## src/rtl/mem_pkg.sv

```systemverilog
// mem_pkg: shared state encoding and constants for the memory-stage access engine.
package mem_pkg;
    localparam int WB_CTRL_W          = 2;
    localparam int DEF_TIMEOUT_CYCLES = 255;
    typedef enum logic [1:0] {IDLE, ACCESS, DONE} state_t;
endpackage

```

## src/rtl/mem_timeout_ctr.sv

```systemverilog
// mem_timeout_ctr: counts enabled cycles; expired flags the LIMIT-th consecutive enabled cycle.
module mem_timeout_ctr
    import mem_pkg::*;
#(
    parameter int LIMIT = DEF_TIMEOUT_CYCLES
) (
    input  logic clk,
    input  logic rst,
    input  logic clear,
    input  logic enable,
    output logic expired
);
    localparam int W = $clog2(LIMIT + 1);
    logic [W-1:0] count;
    always_ff @(posedge clk or negedge rst)
        if (!rst)
            count <= '0;
        else if (clear)
            count <= '0;
        else if (enable)
            count <= count + 1'b1;
    assign expired = enable && (count == W'(LIMIT - 1));
endmodule

```

## src/rtl/mem_access_unit.sv

```systemverilog
// mem_access_unit: MEM-stage load/store engine feeding MEM/WB over a req/ack memory port.
// Define MEM_TIMEOUT_EN to abort accesses that see no ack within TIMEOUT_CYCLES.
module mem_access_unit
    import mem_pkg::*;
#(
    parameter int DATA_W         = 32,
    parameter int TIMEOUT_CYCLES = DEF_TIMEOUT_CYCLES
) (
    input  logic                 clk,
    input  logic                 rst,
    input  logic                 ex_valid,
    input  logic                 mem_read,
    input  logic                 mem_write,
    input  logic [WB_CTRL_W-1:0] wb_ctrl_in,
    input  logic [DATA_W-1:0]    alu_result,
    input  logic [DATA_W-1:0]    store_data,
    output logic                 stall,
    output logic                 dmem_req,
    output logic                 dmem_we,
    output logic [DATA_W-1:0]    dmem_addr,
    output logic [DATA_W-1:0]    dmem_wdata,
    input  logic                 dmem_ack,
    input  logic [DATA_W-1:0]    dmem_rdata,
    output logic                 wb_valid,
    output logic [WB_CTRL_W-1:0] wb_ctrl,
    output logic [DATA_W-1:0]    result_out,
    output logic [DATA_W-1:0]    read_data_out,
    output logic                 mem_err
);
    state_t state, next;
    logic mem_op, timeout, finish;
    logic [WB_CTRL_W-1:0] ctrl_q;
    logic [DATA_W-1:0] result_q;

    assign mem_op = ex_valid & (mem_read | mem_write);

`ifdef MEM_TIMEOUT_EN
    mem_timeout_ctr #(.LIMIT(TIMEOUT_CYCLES)) u_timeout (
        .clk(clk),
        .rst(rst),
        .clear(state != ACCESS),
        .enable(state == ACCESS),
        .expired(timeout)
    );
    always_ff @(posedge clk or negedge rst)
        if (!rst)
            mem_err <= 1'b0;
        else
            mem_err <= (state == ACCESS) && !dmem_ack && timeout;
`else
    assign timeout = 1'b0;
    assign mem_err = 1'b0;
`endif

    // an ack in the same cycle as expiry completes the access normally
    assign finish = (state == ACCESS) && (dmem_ack || timeout);

    always_ff @(posedge clk or negedge rst)
        if (!rst)
            state <= IDLE;
        else
            state <= next;

    always_comb
        next = (state == IDLE)   ? (mem_op ? ACCESS : IDLE) :
               (state == ACCESS) ? (finish ? DONE : ACCESS) : IDLE;

    // gated by reset so upstream is released the moment reset asserts
    always_comb
        stall = rst & (((state == IDLE) & mem_op) | (state == ACCESS));

    always_ff @(posedge clk or negedge rst)
        if (!rst) begin
            dmem_req      <= 1'b0;
            dmem_we       <= 1'b0;
            dmem_addr     <= '0;
            dmem_wdata    <= '0;
            wb_valid      <= 1'b0;
            wb_ctrl       <= '0;
            result_out    <= '0;
            read_data_out <= '0;
            ctrl_q        <= '0;
            result_q      <= '0;
        end else begin
            case (state)
                IDLE:
                    if (mem_op) begin
                        dmem_req   <= 1'b1;
                        dmem_we    <= mem_write;
                        dmem_addr  <= alu_result;
                        dmem_wdata <= store_data;
                        ctrl_q     <= wb_ctrl_in;
                        result_q   <= alu_result;
                        wb_valid   <= 1'b0;
                    end else begin
                        wb_valid      <= ex_valid;
                        wb_ctrl       <= wb_ctrl_in;
                        result_out    <= alu_result;
                        read_data_out <= '0;
                    end
                ACCESS:
                    if (finish) begin
                        dmem_req      <= 1'b0;
                        read_data_out <= (dmem_ack && !dmem_we) ? dmem_rdata : '0;
                        result_out    <= result_q;
                        wb_ctrl       <= ctrl_q;
                        wb_valid      <= 1'b1;
                    end
                default:
                    wb_valid <= 1'b0;
            endcase
        end
endmodule

```

## config.mk

```make
export PLATFORM = sky130hd
export DESIGN_NAME = mem_access_unit
export DESIGN_NICKNAME = d
export VERILOG_FILES = /design/src/rtl/mem_pkg.sv /design/src/rtl/mem_timeout_ctr.sv /design/src/rtl/mem_access_unit.sv
export SDC_FILE = /design/constraint.sdc
export NUM_CORES = 1
export LEC_CHECK = 0
export CORE_UTILIZATION = 46
export CTS_BUF_LIST = sky130_fd_sc_hd__clkbuf_16
export DETAILED_ROUTE_END_ITERATION = 8
export HOLD_SLACK_MARGIN = 0.03
export PLACE_DENSITY = 0.95
export SLEW_MARGIN = 20
export SYNTH_ARGS = -nofsm -noshare
export SYNTH_HDL_FRONTEND = slang
export SYNTH_SLANG_ARGS = --single-unit
```

## constraint.sdc

```tcl
create_clock -name clk -period 2.6 [get_ports clk]
set_input_delay 0.52 -clock clk [delete_from_list [all_inputs] [get_ports clk]]
set_output_delay 0.52 -clock clk [all_outputs]
set_load 0.005 [all_outputs]
```

run_1/wires.png
Scale bar: 20 um.
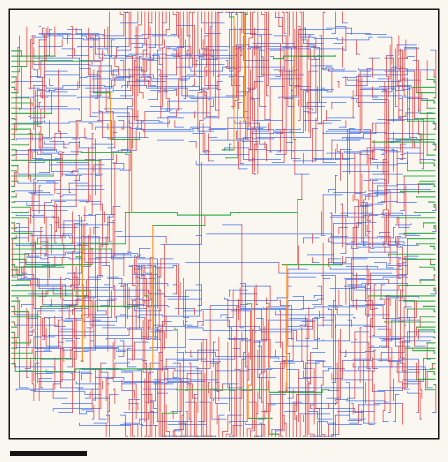
Key: orange = metal 4 [wire length 358 um]; green = metal 3 [wire length 895 um]; red = metal 2 [wire length 7350 um]; blue = metal 1 [wire length 5470 um]
final WL: 14.08 mm
GRT Overall Usage: 23.83%
routed len/inst: 19.05 um
vias post-DR: 3866

run_1/layer_met4.png
Supply wires on this layer in grey.
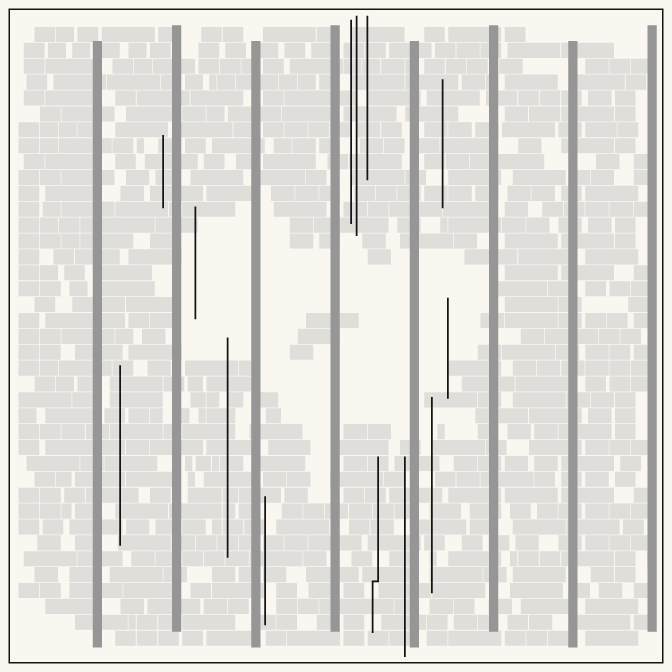
8 nets have wire on it. The longest straight run is 37.4 um.

run_1/sizes.png
Scale bar: 20 um.
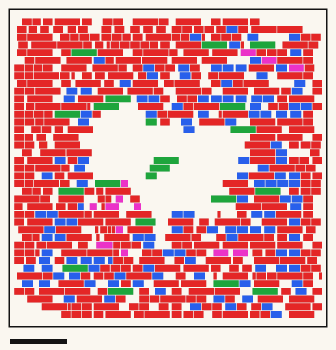
Key: green = _6 and larger [cells 21, share 3.5%]; magenta = _3 and _4 cells [cells 13, share 2.2%]; blue = _2 cells [cells 132, share 22%]; red = _0 and _1 cells [cells 430, share 72%]
fin worst setup slack: 0.05356 ns
Area growth syn-to-layout: 53.47%

run 1: cell type report:
type,count,area [um2],share of cell area (%)
Sequential cell,137,3428,40.40
Clock inverter,12,46.29,0.5456
Inverter,3,11.26,0.1327
Clock buffer,17,425.4,5.013
Multi-Input combinational cell,181,1926,22.69
Tap cell,143,178.9,2.109
Timing Repair Buffer,246,2470,29.11
run 1: path summary, 6_finish.rpt:
path,startpoint,to,slack (ns)
max in group asynchronous,rst,result_out[1],1.86
max,mem_write,stall,0.05
min,rst,result_out[18],0.25
min reg2reg,ctrl_q[0],ctrl_q[0],0.50
min in group clk,ctrl_q[0],ctrl_q[0],0.50
max reg2reg,state[0],dmem_addr[15],0.74
run 1: kinds of logic (layout without fill, tap and decap cells):
| kind of cell | Yosys count | count (layout) | synth area share, % |
|---|---|---|---|
| buf+inv | 25 | 278 | 3.462 |
| other cells | 1 | 1 | 0.06782 |
| simple gates | 7 | 7 | 0.8150 |
| mux | 135 | 135 | 27.83 |
| flops | 137 | 137 | 62.01 |
| compound gates | 38 | 38 | 5.816 |
run 1: layout by cell type, fill, tap and decap left out, types with 5 or more instances in the layout:
cell / count
clkbuf_16: 17
mux2_2: 130
dfrtp_1: 137
buf_4: 6
a22o_1: 32
mux2_4: 5
inv_1: 5
clkinv_1: 9
clkdlybuf4s50_1: 236
run 1: per-stage QoR:
stage	setup WS (ns)	hold slack (ns)	instances
global route	0.01803	0.3139	739
finish	0.05356	0.2533	739
floorplan	0.6894	0.2244	343
CTS	0.05860	0.2705	739
detailed placement	0.09131	0.4867	710
global placement	0.1025	0.4616	710
run 1: worst reg2reg max path: cells and delay by family (launching register included):
family        cells  cell delay, ns
buf+inv           2            0.64
flops             1            0.46
mux               1            0.42
simple gates      1            0.22
==> flow_summary.yaml, run 1 <==
# yosys + openroad results
layout:
  n_antenna_cell: 0
  final_nets: 690
  post-route-util_pct: 73.37
floorplanning:
  row_count: 39
  dieHeight_um: 111.6
  die_area_um2: 12460
clock_tree:
  htreeDepth: 4
  clk_pin_slew_ns: 0.05
  numCtsBuffers: 17
  cts_hold_buf: 0
  clk_path_buf_depth: 2
routing:
  drtIter0Drc: 199
  met2_length_mm: 7.351
  wl_met1_mm: 5.473
  drc: 15
outcome:
  violations: "design-rule violations"
  outcome: "complete, but fails checks"
power_and_ir_drop:
  maxPowerGroup: "sequential cells"
  combinationalPowerShare_pct: 36.2
  p_per_area_nw_per_um2: 971.6
  seqPwrFrac_pct: 39.8
sta:
  finalCritPeriodShare_pct: 97.94
  worst_pin_slew_ns: 0.7198
  fmax_mhz: 392.7
  relSlewSlack_pct: 52.02
place:
  placed_cell_area_um2: 8010
synth:
  yosys_cells: 343
  avgSynthCellArea_um2: 16.12
  syn_inst: 343
  largest_area_cell: "dfrtp_1"
grt:
  grt_use_met2_pct: 41.12
==> run 2: changes to the inputs <==
Settings changed: SETUP_SLACK_MARGIN from default to 0.02.
==> run 2 against run 1 <==
Compared with the run above: the run still ends with design-rule violations left; first-iteration DRC count grew 2.5%; global-route usage did not move; worst hold slack hardly changed; sequential power about the same; cell area hardly changed; flip-flop count stayed put; synthesized cell count is the same; die area stayed put; critical path depth stayed put; largest cell class unchanged; largest power group unchanged.
==> flow_summary.yaml, run 2 <==
# yosys + openroad results
sta:
  worst_pin_slew_ns: 0.7205
  finalCritPeriodShare_pct: 96.70
  fmax_mhz: 397.7
  whs_ns: 0.2536
  fin_ws_ns: 0.08567
  relSlewSlack_pct: 51.97
layout:
  n_antenna_cell: 0
  most-common-layout-cells: "clkdlybuf4s50_1, dfrtp_1, mux2_2, a22o_1, clkbuf_16"
  mostFrequentLayoutCell: "clkdlybuf4s50_1"
  syn2layout_area_growth_pct: 53.54
  final_nets: 690
routing:
  wl_met1_mm: 5.472
  wl_met3_um: 894
  drc: 15
  drtIter0Drc: 204
  met2_length_mm: 7.435
  wl_per_cell_um: 19.16
synth:
  yosys_cells: 343
  avgSynthCellArea_um2: 16.12
  synth_warnings: 0
  floorplan.nets: 447
  syn_inst: 343
  largest_area_cell: "dfrtp_1"
critical_path:
  ff2ff_path_depth: 4
  r2r-start: "state[0]"
  r2r_end: "dmem_addr[15]"
  r2r_slack_ns: 0.74
  cp-endpoint: "stall"
  crit_start: "mem_write"
clock_tree:
  cts_hold_buf: 0
  clk_path_buf_depth: 2
  htreeDepth: 4
  numCtsBuffers: 17
  cts_tree: "done"
  clk_pin_slew_ns: 0.05
grt:
  grt_use_met2_pct: 41.12
place:
  place_ws_ns: 0.09131
  dp.cells: 710
outcome:
  violations: "design-rule violations"
  outcome: "complete, but fails checks"
floorplanning:
  die_area_um2: 12460
  dieHeight_um: 111.6
## run 2: cells by family (layout without fill, tap and decap cells)
| family | after synthesis | count (layout) | share of synthesized area [%] |
|---|---|---|---|
| flops | 137 | 137 | 62.01 |
| other cells | 1 | 1 | 0.06782 |
| compound gates | 38 | 38 | 5.816 |
| simple gates | 7 | 7 | 0.8150 |
| buf+inv | 25 | 278 | 3.462 |
| mux | 135 | 135 | 27.83 |
## run 2: layout make-up
cell class              count  area [um2]  area share, %
repair buffers            246        2470          29.09
flip-flops and latches    137        3428          40.38
clock buffers              17       425.4          5.011
well taps                 143       178.9          2.108
inverters                   3       11.26         0.1326
multi-input cells         181        1929          22.73
clock inverters            12       46.29         0.5453
## run 2: worst max-delay path: cells and delay by family
| kind | cells | cell delay, ns |
|---|---|---|
| buffers and inverters | 2 | 0.93 |
| AOI/OAI and AO/OA | 2 | 0.48 |
| and+or+nand+nor | 1 | 0.06 |
## run 2: repair_timing
item / in CTS / in global routing
resized: 0 / 1
setup endpoints to repair: 0 / 1
endpoints found under the hold margin: 0 / 0
## run 2: how the worst min path moves through the flow
stage,startpoint,endpoint,slack [ns],cells past startpoint
global placement,dmem_req,dmem_req,0.46,1
global route,rst,result_out[18],0.31,2
floorplan,rst,ctrl_q[0],0.22,0
detailed placement,dmem_req,dmem_req,0.49,1
CTS,rst,result_out[25],0.27,2
finish,rst,result_out[18],0.25,2
## run 2: power breakdown
| group | switching [uW] | internal, uW |
|---|---|---|
| registers | 442 | 2840 |
| logic | 940 | 2050 |
| clock network | 815 | 1160 |
## run 2: through the flow
stage                     area (um2)  util, %
after CTS                       8482    73.34
final                           8489    73.41
after floorplan                 5529        -
after global routing            8489    73.41
after global placement          8010    69.26
after detailed placement        8010    69.26
run_2/layer_met3.png
Scale bar: 20 um.
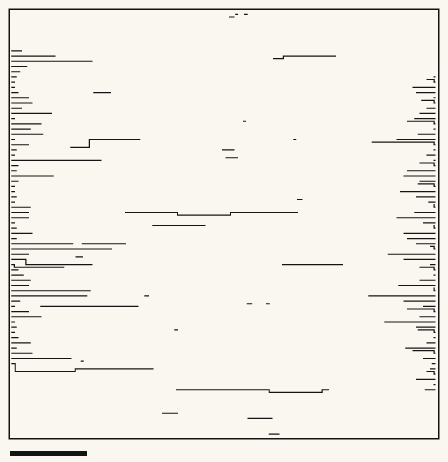
The wires run mostly horizontal. 131 nets have wire on it. The longest straight run is 26.0 um.
met3 Use GR: 7.676%
final WL: 14.16 mm
vias post-DR: 3874

run_2/placement.png
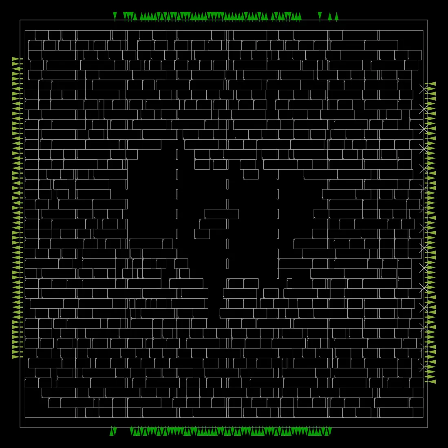
filler instances: 732
fin util: 73.41%
final cell count without fillers: 739
register share of the cell area: 40.38%
core area: 11560 um2

run_2/layer_met4.png
Supply wires on this layer in grey.
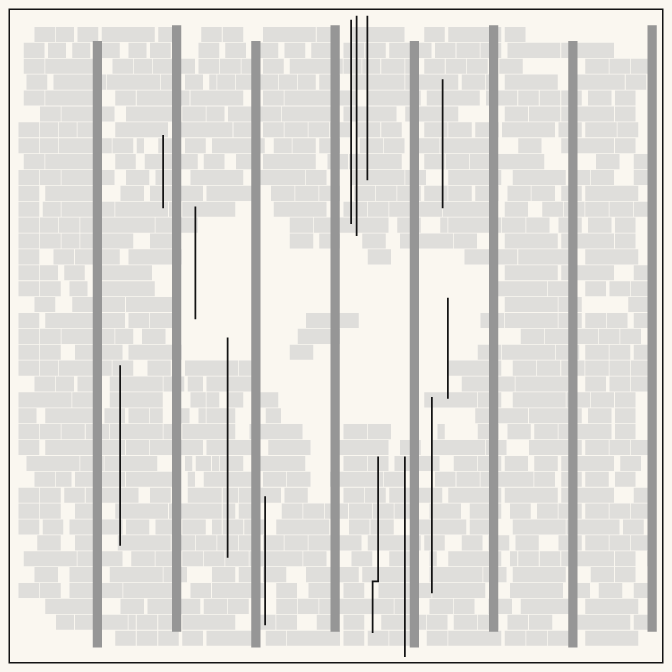
The layer holds 2.5% of the routed length. The wires run mostly vertical. The layer carries 358 um of wire. The longest straight run is 37.4 um. 8 nets have wire on it.

==> run 3: changes to the inputs <==
Settings changed: ABC_AREA from default to 0.
run_3/layer_met4.png
Supply wires on this layer in grey.
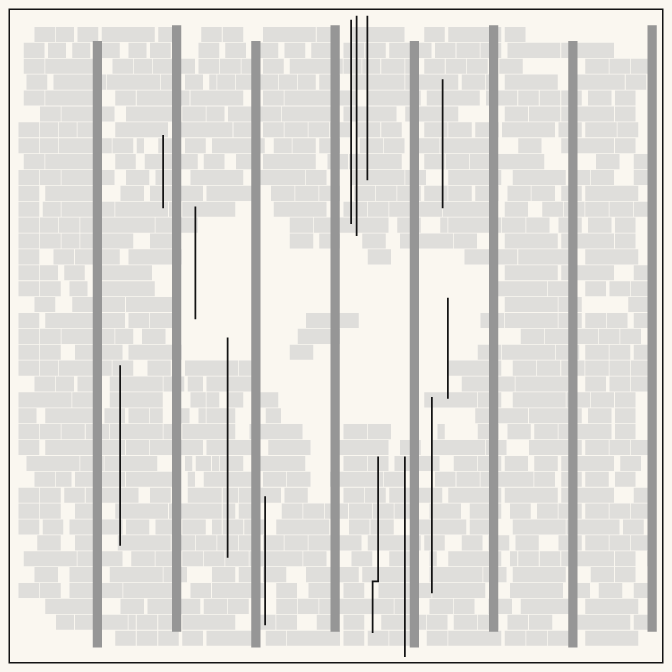
The wires run mostly vertical. The layer carries 358 um of wire. The layer holds 2.5% of the routed length.

run_3/wires.png
Scale bar: 20 um.
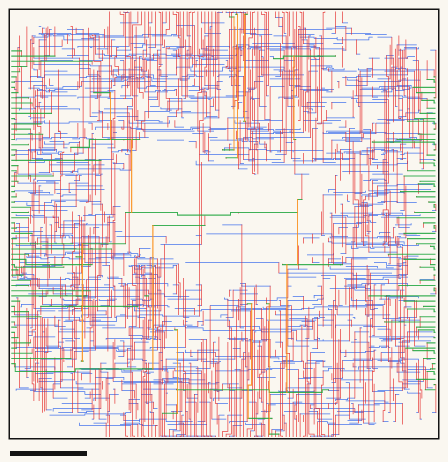
Key: orange = metal 4 [wire length 358 um]; green = metal 3 [wire length 894 um]; blue = metal 1 [wire length 5470 um]; red = metal 2 [wire length 7440 um]
routed len/inst: 19.16 um

==> run 3 against run 2 <==
Compared with the run above: the run still ends with design-rule violations left; sequential share of layout area did not move; setup slack did not move; final cell count is the same; clock power hardly changed; fmax unchanged; sequential power hardly changed; critical path type unchanged; critical endpoint unchanged; largest cell class unchanged.
==> flow_summary.yaml, run 3 <==
# yosys + openroad results
outcome:
  outcome: "complete, but fails checks"
  violations: "design-rule violations"
routing:
  wl_met3_um: 894
  vias: 3874
  drtIter0Drc: 204
  drc: 15
  wl_met1_mm: 5.472
  wl_mm: 14.16
critical_path:
  cpLargestDelayFamily: "buffers and inverters"
  path_buffers: 2
  r2r_slack_ns: 0.74
  ff2ff_path_depth: 4
  r2r_end: "dmem_addr[15]"
  r2r-start: "state[0]"
synth:
  floorplan.nets: 447
  avgSynthCellArea_um2: 16.12
  yosys_cells: 343
  syn_inst: 343
layout:
  nFillCells: 732
  syn2layout_area_growth_pct: 53.54
  comb_area_um2: 1929
  postLayoutCellArea_um2: 8489
  flop_area_um2: 3428
  instances_no_fill: 739
  most-common-layout-cells: "clkdlybuf4s50_1, dfrtp_1, mux2_2, a22o_1, clkbuf_16"
  mostFrequentLayoutCell: "clkdlybuf4s50_1"
grt:
  grt.total_usage_pct: 23.83
  grt_use_met2_pct: 41.12
power_and_ir_drop:
  swShare_pct: 26.64
  pwr-share-clk_pct: 23.9
  p_int_uw: 6050
  p_switching_uw: 2197
  p_per_area_nw_per_um2: 971.3
  seqPwrFrac_pct: 39.8
sta:
  relSlewSlack_pct: 51.97
  whs_ns: 0.2536
  fmax_mhz: 397.7
  worst_pin_slew_ns: 0.7205
  fin_ws_ns: 0.08567
clock_tree:
  htreeDepth: 4
  clk_path_buf_depth: 2
  numCtsBuffers: 17
  clk_pin_slew_ns: 0.05
place:
  dp.cells: 710
  placed_cell_area_um2: 8010
floorplanning:
  core_area_um2: 11560
  row_count: 39
  dieHeight_um: 111.6
run_3/layer_met3.png
Scale bar: 20 um.
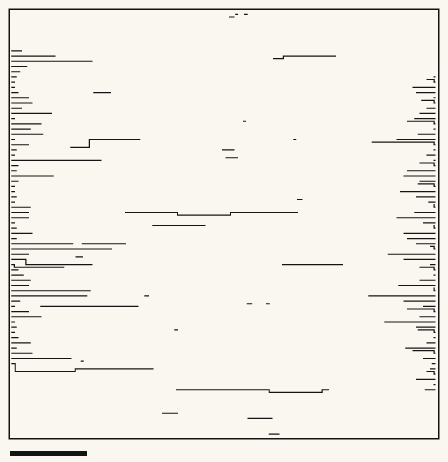
The layer holds 6.3% of the routed length. The layer carries 894 um of wire. The longest straight run is 26.0 um.

run 3: cell counts in the layout (fill, tap and decap cells not counted):
No cell type changed its count.
run 3: timing repair:
item / 4_1_cts / 5_1_grt
hold buffers: 0 / 0
setup endpoints to repair: 0 / 1
resized: 0 / 1
run 3: kinds of logic after synthesis:
logic type,synth area share [%]
flip-flops,62.01
other,0.06782
AND/OR/NAND/NOR,0.8150
buffers and inverters,3.462
multiplexers,27.83
AND-OR/OR-AND,5.816
run 3: stage by stage:
stage / util [%] / power [uW]
6_report: 73.41 / 8246
3_3_place_gp: 69.26 / 6157
2_1_floorplan: - / 4406
3_5_place_dp: 69.26 / 6311
4_1_cts: 73.34 / 8319
5_1_grt: 73.41 / 8639
run 3: power groups by stage:
stage | Clock, uW | Combinational, uW | Sequential, uW
after floorplan | 0 | 1110 | 3300
after global placement | 0 | 2900 | 3260
after detailed placement | 0 | 3000 | 3310
after CTS | 2000 | 3020 | 3290
after global routing | 2090 | 3160 | 3380
final | 1970 | 2990 | 3280
run 3: worst reg2reg max path: stages, from the launching register on:
cell	delay [ns]
dfrtp_1	0.46
nor3_4	0.22
buf_4	0.33
buf_12	0.31
mux2_2	0.42
run 3: how the worst max path moves through the flow:
stage / slack (ns) / cells after the start / end
2_1_floorplan: 0.69 / 4 / stall
3_3_place_gp: 0.10 / 5 / stall
3_5_place_dp: 0.09 / 5 / stall
4_1_cts: 0.06 / 5 / stall
5_1_grt: 0.05 / 5 / stall
6_report: 0.09 / 5 / stall
run 3: layout make-up:
class / instances / share of cell area, %
clock inverters: 12 / 0.5453
multi-input cells: 181 / 22.73
clock buffers: 17 / 5.011
repair buffers: 246 / 29.09
well taps: 143 / 2.108
flip-flops and latches: 137 / 40.38
inverters: 3 / 0.1326
No activity file was given, so power comes from the tool's default toggle rates.
